File: src/rtl/match_controller.sv
// Two-player match sequencer: collects one action per player per turn, commits both
// simultaneously, judges Player health and tracks round wins until a match winner emerges.
module match_controller #(
  parameter int TURN_CYCLES   = 16,
  parameter int ROUNDS_TO_WIN = 2
) (
  input  logic       clk,
  input  logic       rst,
  input  logic       start,
  input  logic [2:0] a_act,
  input  logic [2:0] b_act,
  input  logic       a_vld,
  input  logic       b_vld,
  output logic       a_rdy,
  output logic       b_rdy,
  input  logic [1:0] a_hlt,
  input  logic [1:0] b_hlt,
  output logic       p_rst,
  output logic       a_en,
  output logic       b_en,
  output logic       sw,
  output logic [2:0] a_cmd,
  output logic [2:0] b_cmd,
  output logic [7:0] turn,
  output logic [1:0] a_wins,
  output logic [1:0] b_wins,
  output logic [1:0] winner
);

  localparam int         TW         = $clog2(TURN_CYCLES) + 1;
  localparam logic [TW-1:0] TIMER_LAST = TW'(TURN_CYCLES - 1);
  localparam logic [1:0] WIN_TARGET = 2'(ROUNDS_TO_WIN);

  typedef enum logic [2:0] {
    IDLE, RSET, COLLECT, COMMIT, SETTLE, JUDGE, MATCH_OVER
  } state_t;

  state_t        state, state_nxt;
  logic [TW-1:0] timer;
  logic          a_got, b_got;
  logic [2:0]    a_lat, b_lat;
  logic          a_hs, b_hs;
  logic [2:0]    a_lat_nxt, b_lat_nxt;
  logic          a_round, b_round, match_won, restart;

  // Outputs are pure decodes of registered state, so reset clears them without a clock.
  assign p_rst = (state == IDLE) || (state == RSET);
  assign sw    = (state == COMMIT);
  assign a_en  = (state != COMMIT);
  assign b_en  = (state != COMMIT);
  assign a_rdy = (state == COLLECT) && !a_got;
  assign b_rdy = (state == COLLECT) && !b_got;

  always_comb begin
    a_hs      = (state == COLLECT) && !a_got && a_vld;
    b_hs      = (state == COLLECT) && !b_got && b_vld;
    a_lat_nxt = a_lat;
    b_lat_nxt = b_lat;
    // The unused code 111 is treated as "no action".
    if (a_hs) a_lat_nxt = (a_act == 3'b111) ? 3'b000 : a_act;
    if (b_hs) b_lat_nxt = (b_act == 3'b111) ? 3'b000 : b_act;

    a_round   = (state == JUDGE) && (b_hlt == 2'd0) && (a_hlt != 2'd0);
    b_round   = (state == JUDGE) && (a_hlt == 2'd0) && (b_hlt != 2'd0);
    match_won = (a_round && (a_wins + 2'd1 == WIN_TARGET)) ||
                (b_round && (b_wins + 2'd1 == WIN_TARGET));
    restart   = ((state == IDLE) || (state == MATCH_OVER)) && start;

    state_nxt = state;
    case (state)
      IDLE, MATCH_OVER: if (start) state_nxt = RSET;
      RSET:             state_nxt = COLLECT;
      COLLECT: begin
        if (((a_got || a_hs) && (b_got || b_hs)) || (timer == TIMER_LAST))
          state_nxt = COMMIT;
      end
      COMMIT:           state_nxt = SETTLE;
      SETTLE:           state_nxt = JUDGE;
      JUDGE: begin
        if ((a_hlt == 2'd0) || (b_hlt == 2'd0))
          state_nxt = match_won ? MATCH_OVER : RSET;
        else
          state_nxt = COLLECT;
      end
      default:          state_nxt = IDLE;
    endcase
  end

  always_ff @(posedge clk or negedge rst) begin
    if (!rst) begin
      state  <= IDLE;
      timer  <= '0;
      a_got  <= 1'b0;
      b_got  <= 1'b0;
      a_lat  <= 3'b000;
      b_lat  <= 3'b000;
      a_cmd  <= 3'b000;
      b_cmd  <= 3'b000;
      turn   <= 8'd0;
      a_wins <= 2'd0;
      b_wins <= 2'd0;
      winner <= 2'd0;
    end else begin
      state <= state_nxt;
      timer <= (state == COLLECT) ? timer + 1'b1 : '0;

      if ((state == COMMIT) || (state == RSET)) begin
        a_got <= 1'b0;
        b_got <= 1'b0;
        a_lat <= 3'b000;
        b_lat <= 3'b000;
      end else begin
        if (a_hs) a_got <= 1'b1;
        if (b_hs) b_got <= 1'b1;
        a_lat <= a_lat_nxt;
        b_lat <= b_lat_nxt;
      end

      // Load commands on the edge into COMMIT so a handshake in the exit cycle is included.
      if ((state == COLLECT) && (state_nxt == COMMIT)) begin
        a_cmd <= a_lat_nxt;
        b_cmd <= b_lat_nxt;
      end

      if (state_nxt == RSET)
        turn <= 8'd0;
      else if ((state == COMMIT) && (turn != 8'hFF))
        turn <= turn + 8'd1;

      if (restart) begin
        a_wins <= 2'd0;
        b_wins <= 2'd0;
        winner <= 2'd0;
      end else begin
        if (a_round) a_wins <= a_wins + 2'd1;
        if (b_round) b_wins <= b_wins + 2'd1;
        if (match_won) winner <= a_round ? 2'b01 : 2'b10;
      end
    end
  end

endmodule

File: config.mk
export PLATFORM = sky130hd
export DESIGN_NAME = match_controller
export DESIGN_NICKNAME = d
export VERILOG_FILES = /design/src/rtl/match_controller.sv
export SDC_FILE = /design/constraint.sdc
export NUM_CORES = 1
export LEC_CHECK = 0
export ABC_CLOCK_PERIOD_IN_PS = 3400
export CAP_MARGIN = 20
export CORE_UTILIZATION = 55
export DETAILED_ROUTE_END_ITERATION = 10
export GPL_TIMING_DRIVEN = 0
export PLACE_DENSITY = 0.84
export SLEW_MARGIN = 30
export SYNTH_ARGS = -nofsm -noshare
export SYNTH_HDL_FRONTEND = slang
export SYNTH_SLANG_ARGS = --single-unit
File: constraint.sdc
create_clock -name clk -period 3.4 [get_ports clk]
set_clock_uncertainty 0.1 [all_clocks]
set_input_delay 0.34 -clock clk [delete_from_list [all_inputs] [get_ports clk]]
set_output_delay 0.34 -clock clk [all_outputs]
set_load 0.1 [all_outputs]
**Signal wires on met2**

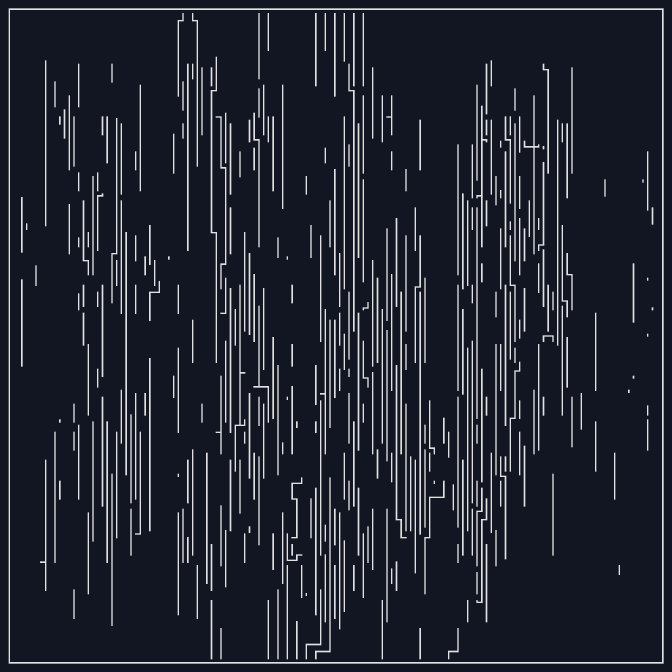
main direction: vertical
longest straight run: 23.5 um

==> qor.csv <==
stage,metric,value,unit
run_status,status,completed,
routing,vias,1605,
hold_path,holdCritPathClass,flop to flop,
worst_setup_path,slowest_delay,1.18,ns
power_and_ir_drop,ir_drop,0.405,mV
final_timing,worst_slew_pin_slew,0.974,ns
worst_setup_path,cp_top_family,buffers and inverters,
yosys,ys_types,50,
grt,antenna_found_initial,0,
yosys,yosys_warnings,0,
power_and_ir_drop,leakage,1.19,nW
clock_network,cts_tree,done,
yosys,synthCells,186,
yosys,syn_avg_cell_area,11.1,um^2
worst_setup_path,critPathMaxFanout,10,
final_timing,fin_tns_setup,0,ns
finish,syn_to_final_growth,28.1,%
routing,routed_wl,4.20,mm
worst_setup_path,path_buffers,2,
run,drv_cap,0,
yosys,ys_ff,36,
clock_network,cts_root_buffer,clkbuf_8,
worst_setup_path,worstPathRequired,2.96,ns
final_timing,drv_slew,0,
placed_design,place_congestion,0.865,
routing,first_pass_iters,4,
run,openroad.warnings,26,
final_timing,period_used_share,85.1,%
worst_setup_path,cp_slowest_cell,clkdlybuf4s50_1,
clock_network,cts_resized,0,
yosys,ys_seq_share,43.7,%
yosys,syn-num-nets,207,
floorplan,row_count,21,
finish,regArea,901,um^2
yosys,netlist_area,2060,um^2
yosys,edf_count,0,
grt,grt_pass1_vias,1602,
routing,drc,0,
yosys,topCellsByArea,"dfrtp_1 44%, mux2i_1 5.3%, ha_1 3.6%, nor2_1 3.1%, nand2_1 2.9%",
floorplan,io_pins,41,
yosys,ys_cells,186,
routing,ant_nets,0,
grt,grt_pass1_wl,7.14,mm
worst_setup_path,cp-end-kind,output pin,
worst_setup_path,crit_path_start_kind,flop,
final_timing,fmax,345,MHz
grt,grt-ovfl-total,0,
finish,fillers,227,
placed_design,dpl.hpwl,3.09,mm
clock_network,postCtsSetupBuffers,0,
finish,comb_area,1070,um^2
worst_setup_path,critPathKind,flop to output pin,
clock_network,clock_latency,0.28,ns
yosys,ys_chip_area,2060,um^2
grt,grt_max_degree,23,
grt,grt_use_total,22.8,%
final_timing,hold_ws,0.371,ns
final_timing,layout_setup_ws,0.505,ns
clock_network,cts.sinks,36,
final_timing,rsz0062_at_grt,false,
routing,avgRoutedWirePerCell,14.9,um
clock_network,clockBufferDepth,2,
yosys,yosysMostFrequentCell,dfrtp_1,
finish,drive_gt1_share,16.1,%
power_and_ir_drop,pwr_density_cell,672,nW/um^2
yosys,flop_cell,dfrtp_1,
final_timing,finalHoldViolCount,0,
finish,nets,256,
clock_network,htree_levels,2,
yosys,top_area_share,43.7,%
yosys,yosys.area.top_type,dfrtp_1,
routing,first_iter_violations,81,
clock_network,numCtsBuffers,5,
**Placement density heat map**

6 x 6 tiles, from white (low) to dark blue (high), 0 to 100% covered.
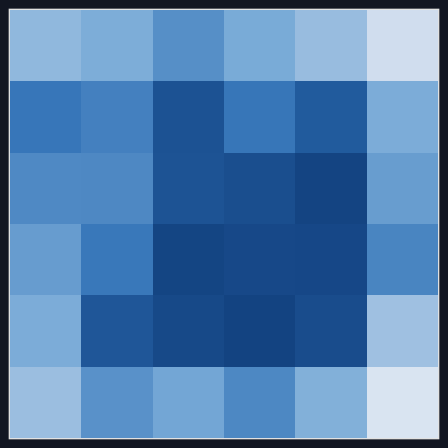
densest ninth of the die: center
fullest tile: 93%
tiles over 75% full: 33%
mean over tiles: 65%
Core Area: 3470 um^2
final core utilization: 76.2%
fp_density: 59.5%

==> logic make-up after synthesis <==
group	synth area share, %
DFF	43.7
adders and majority gates	4.18
and+or+nand+nor	21.2
xor gates and xnor gates	2.97
AOI/OAI and AO/OA	18.2
muxes	5.34
buffers and inverters	4.43
==> through the flow <==
| stage | instances | util [%] | area (um^2) | power, mW |
|---|---|---|---|---|
| floorplan | 186 | - | 2060 | 1.27 |
| global placement | 272 | 72.7 | 2520 | 1.44 |
| detailed placement | 273 | 73.3 | 2540 | 1.47 |
| CTS | 282 | 76.2 | 2640 | 1.78 |
| global route | 282 | 76.2 | 2640 | 1.87 |
| finish | 282 | 76.2 | 2640 | 1.78 |
==> flip-flops by register name, summed over array words and instances, names as in the netlist <==
signal  count
turn        8
timer       5
a_cmd       3
a_lat       3
b_cmd       3
b_lat       3
state       3
a_wins      2
b_wins      2
winner      2
a_got       1
b_got       1
==> placed cells by master (no fill, tap or decap), types with 6 or more instances in the layout <==
cell	count
nand2_1	16
nor2_1	17
a21boi_0	6
ha_1	6
a21oi_1	9
clkdlybuf4s50_1	39
inv_1	6
o21ai_1	10
clkbuf_8	6
mux2i_1	11
dfrtp_1	36
==> power by group <==
| part | leakage (nW) | internal [mW] | switching (mW) |
|---|---|---|---|
| Sequential | 0.494 | 0.500 | 0.0539 |
| Combinational | 0.654 | 0.286 | 0.632 |
| Clock | 0.0455 | 0.165 | 0.141 |
==> per-layer routing <==
layer | track usage, % | vias to the layer above | wire (um)
li1 | - | 774 | -
met1 | 27.4 | 784 | 1820
met2 | 39.9 | 39 | 2140
met3 | 5.62 | 8 | 180
met4 | 7.39 | 0 | 58
met5 | 0 | - | 0
==> final cells by class <==
type	instances	share of cell area, %
multi-input cells	134	40.5
flip-flops and latches	36	34.1
repair buffers	42	16.4
clock buffers	8	3.41
well taps	46	2.18
plain buffers	7	1.99
inverters	9	1.47
==> path summary, 6_finish.rpt <==
| check | cells past startpoint | slack, ns | end | from |
|---|---|---|---|---|
| setup / recovery | 3 | 0.51 | a_rdy | state[2] |
| hold reg to reg | 1 | 0.37 | timer[0] | timer[0] |
| max in group asynchronous | 3 | 2.36 | a_cmd[0] | rst |
| min in group asynchronous | 2 | 0.41 | b_wins[1] | rst |
| setup reg to reg | 5 | 1.35 | turn[3] | b_wins[0] |
| hold / removal | 1 | 0.37 | timer[0] | timer[0] |
Power figures rest on the tool's default switching activity, not on a simulated workload.
